Fig. 1: run 1, routed clock nets over the placement
(6 px per um)
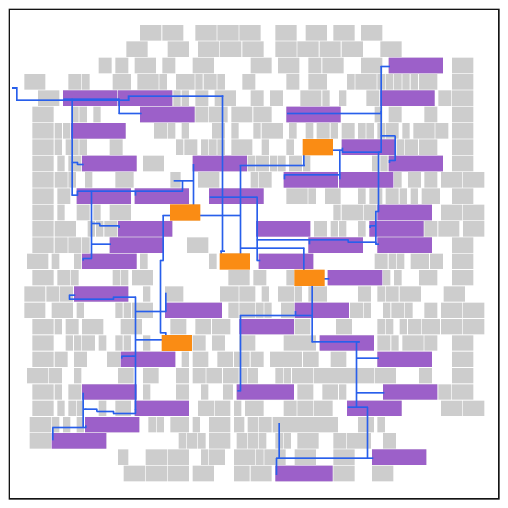
Fig. 2: run 1, pin map
(4 px per um) Pins as bars across the die edge, other pins in gray.
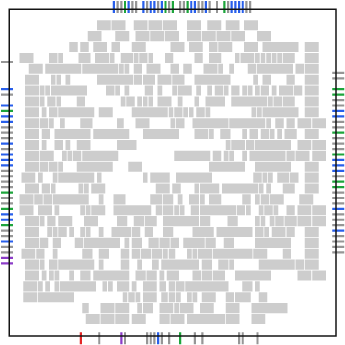
Fig. 3: run 1, logic cells by family
(4 px per um)
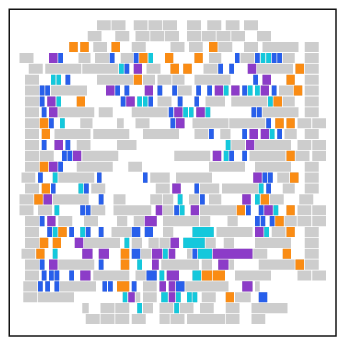
<file path="src/rtl/int_seq_pkg.sv">
// int_seq_pkg: shared types and constants for the interrupt/RTI sequencer.
//   seq_state_e : sequencer FSM states (entry path I_*, return path R_*)
//   FLAG_W      : width of the {C,N,Z} condition bundle
//   FLAG_C/N/Z  : bit positions of each condition inside that bundle
package int_seq_pkg;

  localparam int FLAG_W = 3;
  localparam int FLAG_C = 2;
  localparam int FLAG_N = 1;
  localparam int FLAG_Z = 0;

  typedef enum logic [3:0] {
    IDLE,
    I_FLUSH,
    I_PUSH_H,
    I_PUSH_L,
    I_PUSH_F,
    I_VEC,
    R_FLUSH,
    R_POP_F,
    R_POP_L,
    R_POP_H,
    R_JUMP
  } seq_state_e;

endpackage

</file>
<file path="src/rtl/int_rti_sequencer_edge_latch.sv">
// edge_latch: rising-edge detector with a sticky pending flag.
//   clk, rst_n : clock, async active-low reset
//   sig        : level input (int_req)
//   clr        : consume the pending request (entry accepted this cycle)
//   pending    : edge seen and not yet consumed; also high in the edge cycle
//                itself so an idle sequencer can start without an extra cycle
module edge_latch (
  input  logic clk,
  input  logic rst_n,
  input  logic sig,
  input  logic clr,
  output logic pending
);

  logic sig_q;
  logic pending_q;
  logic rise;

  assign rise    = sig & ~sig_q;
  assign pending = pending_q | rise;

  always_ff @(posedge clk or negedge rst_n) begin
    if (!rst_n) begin
      sig_q     <= 1'b0;
      pending_q <= 1'b0;
    end else begin
      sig_q <= sig;
      // A consuming entry wins over an edge arriving in the same cycle:
      // that edge is the one being consumed.
      if (clr)
        pending_q <= 1'b0;
      else if (rise)
        pending_q <= 1'b1;
    end
  end

endmodule

</file>
<file path="src/rtl/int_rti_sequencer.sv">
// int_rti_sequencer: sequences interrupt entry (stall, flush, push PC high,
// PC low, flags, load vector) and RTI return (flush, pop flags, PC low, PC
// high, reload PC) over a push/pop req/ack handshake to the memory stage.
//   clk, rst_n        : clock, async active-low reset
//   int_req           : interrupt level, rising edge requests entry
//   rti_dec           : RTI in decode, 1-cycle pulse
//   pc_in, flags_in   : return PC and {C,N,Z}, captured on entry
//   mem_ack, pop_data : memory-stage completion and popped word
//   stall_fetch, flush_fd                    : front-end control
//   push_req, push_data, pop_req             : stack handshake
//   flag_regsel, flag_restore, flagreg_wr    : flag-register restore path
//   pc_load, pc_target, int_ack, busy        : PC redirect and status
// Build option: NESTED_INT_EN turns the in-handler bit into a 4-bit nesting
// counter (entry allowed below 15), otherwise one level only.
//
// state    | meaning
// IDLE     | waiting; RTI beats a pending interrupt
// I_FLUSH  | capture PC/flags, flush fetch/decode
// I_PUSH_H | push PC high word
// I_PUSH_L | push PC low word
// I_PUSH_F | push {0, C, N, Z}
// I_VEC    | load vector, pulse int_ack
// R_FLUSH  | flush fetch/decode
// R_POP_F  | pop flags, restore flag register on ack
// R_POP_L  | pop PC low word
// R_POP_H  | pop PC high word
// R_JUMP   | load restored PC
module int_rti_sequencer
  import int_seq_pkg::*;
#(
  parameter int              DATA_W       = 16,
  parameter int              PC_W         = 32,
  parameter logic [PC_W-1:0] INT_VEC_ADDR = 32'h0000_0000
) (
  input  logic              clk,
  input  logic              rst_n,
  input  logic              int_req,
  input  logic              rti_dec,
  input  logic [PC_W-1:0]   pc_in,
  input  logic [FLAG_W-1:0] flags_in,
  input  logic              mem_ack,
  input  logic [DATA_W-1:0] pop_data,
  output logic              stall_fetch,
  output logic              flush_fd,
  output logic              push_req,
  output logic [DATA_W-1:0] push_data,
  output logic              pop_req,
  output logic              flag_regsel,
  output logic [FLAG_W-1:0] flag_restore,
  output logic              flagreg_wr,
  output logic              pc_load,
  output logic [PC_W-1:0]   pc_target,
  output logic              int_ack,
  output logic              busy
);

  seq_state_e        state_q, state_d;
  logic [PC_W-1:0]   pc_save;
  logic [FLAG_W-1:0] flags_save;
  logic              pending;
  logic              pend_clr;
  logic              entry_ok;

`ifdef NESTED_INT_EN
  logic [3:0] nest_cnt;
  assign entry_ok = (nest_cnt != 4'hF);
`else
  logic in_handler;
  assign entry_ok = !in_handler;
`endif

  edge_latch u_edge (
    .clk     (clk),
    .rst_n   (rst_n),
    .sig     (int_req),
    .clr     (pend_clr),
    .pending (pending)
  );

  always_ff @(posedge clk or negedge rst_n) begin
    if (!rst_n) state_q <= IDLE;
    else        state_q <= state_d;
  end

  always_comb begin
    state_d      = state_q;
    stall_fetch  = (state_q != IDLE);
    busy         = (state_q != IDLE);
    flush_fd     = 1'b0;
    push_req     = 1'b0;
    push_data    = '0;
    pop_req      = 1'b0;
    flag_regsel  = 1'b0;
    flag_restore = '0;
    flagreg_wr   = 1'b0;
    pc_load      = 1'b0;
    pc_target    = INT_VEC_ADDR;
    int_ack      = 1'b0;
    pend_clr     = 1'b0;
    unique case (state_q)
      IDLE: begin
        if (rti_dec) begin
          state_d = R_FLUSH;
        end else if (pending && entry_ok) begin
          state_d  = I_FLUSH;
          pend_clr = 1'b1;
        end
      end
      I_FLUSH: begin
        flush_fd = 1'b1;
        state_d  = I_PUSH_H;
      end
      I_PUSH_H: begin
        push_req  = 1'b1;
        push_data = pc_save[PC_W-1:DATA_W];
        if (mem_ack) state_d = I_PUSH_L;
      end
      I_PUSH_L: begin
        push_req  = 1'b1;
        push_data = pc_save[DATA_W-1:0];
        if (mem_ack) state_d = I_PUSH_F;
      end
      I_PUSH_F: begin
        push_req  = 1'b1;
        push_data = {{(DATA_W-FLAG_W){1'b0}}, flags_save};
        if (mem_ack) state_d = I_VEC;
      end
      I_VEC: begin
        pc_load = 1'b1;
        int_ack = 1'b1;
        state_d = IDLE;
      end
      R_FLUSH: begin
        flush_fd = 1'b1;
        state_d  = R_POP_F;
      end
      R_POP_F: begin
        pop_req = 1'b1;
        if (mem_ack) begin
          flag_regsel  = 1'b1;
          flagreg_wr   = 1'b1;
          flag_restore = {pop_data[FLAG_C], pop_data[FLAG_N], pop_data[FLAG_Z]};
          state_d      = R_POP_L;
        end
      end
      R_POP_L: begin
        pop_req = 1'b1;
        if (mem_ack) state_d = R_POP_H;
      end
      R_POP_H: begin
        pop_req = 1'b1;
        if (mem_ack) state_d = R_JUMP;
      end
      R_JUMP: begin
        pc_load   = 1'b1;
        pc_target = pc_save;
        state_d   = IDLE;
      end
      default: state_d = IDLE;
    endcase
  end

  always_ff @(posedge clk or negedge rst_n) begin
    if (!rst_n) begin
      pc_save    <= '0;
      flags_save <= '0;
    end else begin
      if (pend_clr) begin
        pc_save    <= pc_in;
        flags_save <= flags_in;
      end
      if (state_q == R_POP_L && mem_ack) pc_save[DATA_W-1:0]    <= pop_data;
      if (state_q == R_POP_H && mem_ack) pc_save[PC_W-1:DATA_W] <= pop_data;
    end
  end

`ifdef NESTED_INT_EN
  always_ff @(posedge clk or negedge rst_n) begin
    if (!rst_n) begin
      nest_cnt <= 4'd0;
    end else if (state_q == I_VEC && nest_cnt != 4'hF) begin
      nest_cnt <= nest_cnt + 4'd1;
    end else if (state_q == R_JUMP && nest_cnt != 4'd0) begin
      nest_cnt <= nest_cnt - 4'd1;
    end
  end
`else
  always_ff @(posedge clk or negedge rst_n) begin
    if (!rst_n)                 in_handler <= 1'b0;
    else if (state_q == I_VEC)  in_handler <= 1'b1;
    else if (state_q == R_JUMP) in_handler <= 1'b0;
  end
`endif

endmodule
</file>
<file path="config.mk">
export PLATFORM = sky130hd
export DESIGN_NAME = int_rti_sequencer
export DESIGN_NICKNAME = d
export VERILOG_FILES = /design/src/rtl/int_seq_pkg.sv /design/src/rtl/int_rti_sequencer_edge_latch.sv /design/src/rtl/int_rti_sequencer.sv
export SDC_FILE = /design/constraint.sdc
export NUM_CORES = 1
export LEC_CHECK = 0
export CAP_MARGIN = 20
export CORE_MARGIN = 2
export CORE_UTILIZATION = 42
export DETAILED_ROUTE_END_ITERATION = 6
export PLACE_DENSITY = 0.85
export SYNTH_ARGS = -nofsm -noshare
export SYNTH_HDL_FRONTEND = slang
export SYNTH_SLANG_ARGS = --single-unit
</file>
<file path="constraint.sdc">
create_clock -name clk -period 3.14 [get_ports clk]
set_clock_uncertainty 0.15 [all_clocks]
set_input_delay 0.628 -clock clk [delete_from_list [all_inputs] [get_ports clk]]
set_output_delay 0.628 -clock clk [all_outputs]
set_load 0.01 [all_outputs]
</file>
==> impl_metrics.yaml, run 1 <==
# synthesis and place-and-route metrics
setup_path:
  worstReg2RegStart: "state_q[1]"
  r2r-end: "pc_save[29]"
  path_buffers: 3
  path_class: "flip-flop to output pin"
  path_cells: "inv_1 > nor4b_2 > buf_4 > and2_1 > clkdlybuf4s50_1"
cells_and_area:
  seq_share_pct: 27.29
  layout-drive-gt1-share_pct: 7.925
  largest_class: "multi-input combinational cells"
  syn_to_final_growth_pct: 53.83
  final_cell_count_no_fill: 504
  flops: 42
  stdcell_area_um2: 3865
  buffer_area_share_pct: 32.96
  clk_share_pct: 2.914
  antenna_cells: 0
floorplan:
  ios: 116
  fp_util_pct: 42.94
  rows: 28
synthesis:
  synthDominantAreaCellType: "dfrtp_1"
  netlist_area_um2: 2512
  syn_area_per_cell_um2: 7.926
  yosysWarnings: 0
  syn-instance-count: 317
  edf_count: 0
  yosysMostFrequentCell: "nand2_1"
  ys.flop_type: "dfrtp_1"
route:
  wl_per_cell_um: 14.43
  drt_iter0_drc: 132
cts:
  cts.sinks: 42
  cts-root-buf: "clkbuf_8"
  clkLatencyLatePin_ps: 290
timing:
  worstMarginPinSlew_ps: 930.8
  period_minus_slack_ps: 2964
  fin_crit_sh_pct: 94.39
  holdWs_ps: 316.7
run_status:
  status: "finished clean"
power_and_ir_drop:
  clk-power_mw: 0.436
  p_comb_mw: 1.26
  power_frac_clock_pct: 16.0
place:
  pre_cts_ws_ps: 228.0
  gp_routability_congestion: 0.7762
global_route:
  grt_pass1_wl_um: 11480
  grt_pass1_vias: 2540
  grt_start_max_net_pins: 43
hold_path:
  worstHoldPathType: "input port to asynchronous set/reset pin"
flow_run:
  warnings: 26
## Picture notes: Fig. 1
[blue] clock wires | length: 533 um
[purple] flip-flops | count: 42
[orange] clock-net drivers | count: 5
flops lie: all over the die
routed clock nets: 6

## Picture notes: Fig. 2
| color | port | pins | direction | edge |
|---|---|---|---|---|
| blue | pc_in | 32 | input | 13 top, 11 left, 7 right, 1 bottom |
| purple | flags_in | 3 | input | 2 left, 1 bottom |
| green | push_data | 16 | output | 6 right, 5 top, 4 left, 1 bottom |
| red | rst_n | 1 | input | bottom |
all pins by edge: 34 top, 33 left, 33 right, 16 bottom
die height: 81.34 um
Die Span X: 81.34 um
I/O Buffers: 115

## Picture notes: Fig. 3
| color | family | cells |
|---|---|---|
| cyan | nor cells | 47 |
| blue | nand cells | 87 |
| orange | and/or cells | 41 |
| purple | aoi and oai cells | 49 |
Top cell excl fill/tap: clkdlybuf4s50_1
logic share of the area: 34.02%

[run 1: state kept, by name, indices dropped and copies added (netlist names)]
register,count
flags_save,3
in_handler,1
pc_save,32
state_q,4
u_edge.pending_q,1
u_edge.sig_q,1
[run 1: layer usage]
layer / routed length (um) / share of wire, % / vias up
li1: - / - / 1294
met1: 3051 / 42 / 1258
met2: 3614 / 50 / 90
met3: 495 / 6.8 / 10
met4: 114 / 1.6 / 0
met5: 0 / 0 / -
[run 1: cells by family after synthesis]
kind of cell           count (synthesis)  synth area share (%)
buffers and inverters                 32                 6.523
flip-flops                            42                 41.83
XOR/XNOR                               1                0.3487
AND/OR/NAND/NOR                      175                 31.72
AND-OR/OR-AND                         66                 19.17
multiplexers                           1                0.3984
==> run 1 -> run 2 <==
--- a/config.mk
+++ b/config.mk
@@ -5,6 +5,7 @@
 export SDC_FILE = /design/constraint.sdc
 export NUM_CORES = 1
 export LEC_CHECK = 0
+export ABC_CLOCK_PERIOD_IN_PS = 3140
 export CAP_MARGIN = 20
 export CORE_MARGIN = 2
 export CORE_UTILIZATION = 42
@@ -13,3 +14,4 @@
 export SYNTH_ARGS = -nofsm -noshare
 export SYNTH_HDL_FRONTEND = slang
 export SYNTH_SLANG_ARGS = --single-unit
+export TNS_END_PERCENT = 10
Fig. 4: run 2, clock wiring as the flow saved it
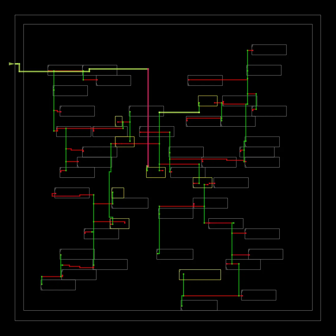
Clock Latency Late Sink: 290 ps
CTS Buf Count: 5
Num Clock Sinks: 42
Flops: 42
layout clock buffer count: 5

Fig. 5: run 2, signal wires by layer
(3 px per um) Two of the layers only.
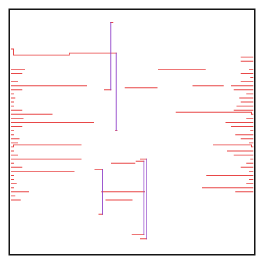
| color | layer | wire length |
|---|---|---|
| red | M3 | 495 um |
| purple | M4 | 114 um |

==> run 2 against run 1 <==
Against the previous run:
- die size stayed put
- worst setup slack stayed put
- global-route usage stayed put
- cell area stayed put
- hold slack stayed put
- critical path type unchanged
==> impl_metrics.yaml, run 2 <==
# synthesis and place-and-route metrics
run_status:
  status: "finished clean"
floorplan:
  die_x_um: 81.34
  rows: 28
  ios: 116
  fp_util_pct: 42.94
  die_h_um: 81.34
global_route:
  grt_pass1_vias: 2540
  grt_start_max_net_pins: 43
  grt_pass1_wl_um: 11480
power_and_ir_drop:
  p_comb_mw: 1.26
  power_frac_clock_pct: 16.0
  clk-power_mw: 0.436
cts:
  cts-root-buf: "clkbuf_8"
cells_and_area:
  antenna_cells: 0
  final_cell_count_no_fill: 504
  stdcell_area_um2: 3865
  layout_top_cell: "clkdlybuf4s50_1"
  largest_reg_flops: 32
  layout-drive-gt1-share_pct: 7.925
  syn_to_final_growth_pct: 53.83
  top_register: "pc_save"
  reg.largest.list: "pc_save x32, state_q x4, flags_save x3"
setup_path:
  path_buffers: 3
  worstReg2RegStart: "state_q[1]"
  r2r-end: "pc_save[29]"
  path_class: "flip-flop to output pin"
  path_cells: "inv_1 > nor4b_2 > buf_4 > and2_1 > clkdlybuf4s50_1"
flow_run:
  warnings: 26
route:
  dr_wl_met3_um: 495
  wl_met2_um: 3614
  drc: 0
  maxUsedRoutingLayer: "met4"
  wl_per_cell_um: 14.43
synthesis:
  syn-instance-count: 317
  yosysWarnings: 0
  syn_area_per_cell_um2: 7.926
  ys.flop_type: "dfrtp_1"
  edf_count: 0
  netlist_area_um2: 2512
hold_path:
  worstHoldPathType: "input port to asynchronous set/reset pin"
timing:
  fin_crit_sh_pct: 94.39
  holdWs_ps: 316.7
  period_minus_slack_ps: 2964
place:
  io_buffers: 115
  gp_routability_congestion: 0.7762
  pre_cts_ws_ps: 228.0
==> run 2: cell counts after synthesis <==
Identical to the previous run, type by type.
==> run 2: layout make-up <==
cell class / instances / area (um^2) / area share, %
flip-flops and latches: 42 / 1055 / 27.29
clock buffers: 5 / 68.82 / 1.781
clock inverters: 3 / 43.79 / 1.133
repair buffers: 132 / 1274 / 32.96
multi-input cells: 243 / 1315 / 34.02
well taps: 75 / 93.84 / 2.428
inverters: 4 / 15.01 / 0.3885
==> run 2: cell families after synthesis <==
family | after synthesis | synth area share, %
xor gates and xnor gates | 1 | 0.3487
DFF | 42 | 41.83
buffers and inverters | 32 | 6.523
muxes | 1 | 0.3984
and+or+nand+nor | 175 | 31.72
AOI/OAI and AO/OA | 66 | 19.17
Fig. 6: run 2, pin map
(4 px per um) Pins as bars across the die edge, other pins in gray.
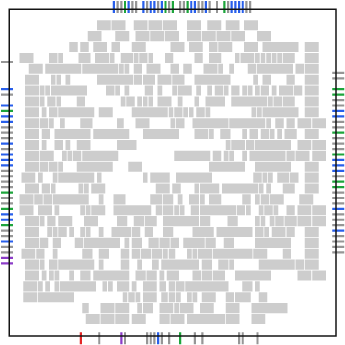

==> run 2 -> run 3 <==
--- a/config.mk
+++ b/config.mk
@@ -5,7 +5,7 @@
 export SDC_FILE = /design/constraint.sdc
 export NUM_CORES = 1
 export LEC_CHECK = 0
-export ABC_CLOCK_PERIOD_IN_PS = 3140
+export ABC_CLOCK_PERIOD_IN_PS = 3200
 export CAP_MARGIN = 20
 export CORE_MARGIN = 2
 export CORE_UTILIZATION = 42
==> constraint.sdc (replaced) <==
create_clock -name clk -period 3.2 [get_ports clk]
set_clock_uncertainty 0.15 [all_clocks]
set_input_delay 0.64 -clock clk [delete_from_list [all_inputs] [get_ports clk]]
set_output_delay 0.64 -clock clk [all_outputs]
set_load 0.01 [all_outputs]
Fig. 7: run 3, pin map
(4 px per um) Pins as bars across the die edge, other pins in gray.
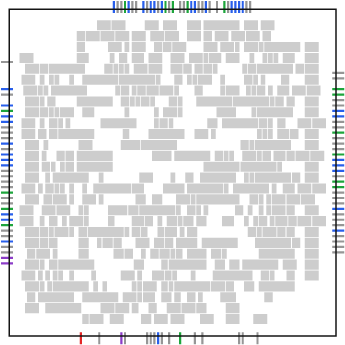
| color | port | pins | direction | edge |
|---|---|---|---|---|
| red | rst_n | 1 | input | bottom |
| green | push_data | 16 | output | 6 right, 5 top, 4 left, 1 bottom |
| purple | flags_in | 3 | input | 2 left, 1 bottom |
| blue | pc_in | 32 | input | 13 top, 11 left, 7 right, 1 bottom |
all pins by edge: 34 top, 33 left, 33 right, 16 bottom

Fig. 8: run 3, logic cells by family
(4 px per um)
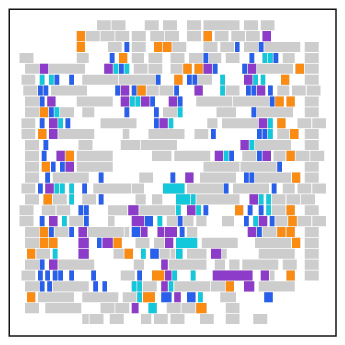
| color | family | cells | where |
|---|---|---|---|
| purple | aoi and oai cells | 49 | all over the die |
| cyan | nor cells | 47 | all over the die |
| blue | nand cells | 87 | all over the die |
| orange | and/or cells | 41 | all over the die |

==> run 3 against run 2 <==
Against the previous run:
- global-route usage rose by 0.44 points
- routed wire length rose by 1.2%
- sequential power about the same
- die size stayed put
- sequential cell count stayed put
- cell area shrank 1.1%
- highest routed layer unchanged
- hold slack better by 22 ps
- utilization is 0.73 points lower
==> impl_metrics.yaml, run 3 <==
# synthesis and place-and-route metrics
run_status:
  status: "finished clean"
synthesis:
  ys_sh_aoi_pct: 19.17
  simple_gate_share_pct: 31.72
  netlist_area_um2: 2512
route:
  wl_met2_um: 3734
  wl_per_cell_um: 14.75
  drc: 0
  dr_wl_met3_um: 477
  wl_met1_um: 3092
  drt_iter0_drc: 145
timing:
  holdWs_ps: 338.7
  fin_crit_sh_pct: 95.02
floorplan:
  fp_util_pct: 42.94
  die_x_um: 81.34
cells_and_area:
  final_cell_count_no_fill: 499
  seq_share_pct: 27.56
  flops: 42
  largest_class: "multi-input combinational cells"
  layout_top_cell: "clkdlybuf4s50_1"
  antenna_cells: 0
  n_all_inverters: 4
cts:
  clkLatencyLatePin_ps: 290
  cts.sinks: 42
hold_path:
  worstHoldPathType: "input port to asynchronous set/reset pin"
setup_path:
  path_buffers: 1
  r2r-end: "pc_save[23]"
global_route:
  grt_pass1_vias: 2526
place:
  gp_routability_congestion: 0.7830
run 3: netlist changes by cell type in the layout (fill, tap and decap cells not counted), sizes merged:
cell | before | now
buf | 18 | 13
inv | 5 | 4
clkinv | 1 | 2
run 3: how the worst max path moves through the flow:
stage                     startpoint               to  slack [ps]  cells after the start
after floorplan           state_q[1]    push_data[11]         620                      4
after global placement       mem_ack  flag_restore[2]         290                      4
after detailed placement     mem_ack  flag_restore[1]         260                      4
after CTS                 state_q[1]     push_data[5]         110                      4
after global routing      state_q[2]  flag_restore[1]          20                      4
final                     state_q[2]  flag_restore[1]         160                      4
run 3: repair_timing:
action | 4_1_cts | 5_1_grt
gates resized | 1 | 1
endpoints found under the setup margin | 5 | 13
pin swaps | 0 | 0
endpoints found under the hold margin | 0 | 0
Power figures rest on the tool's default switching activity, not on a simulated workload.
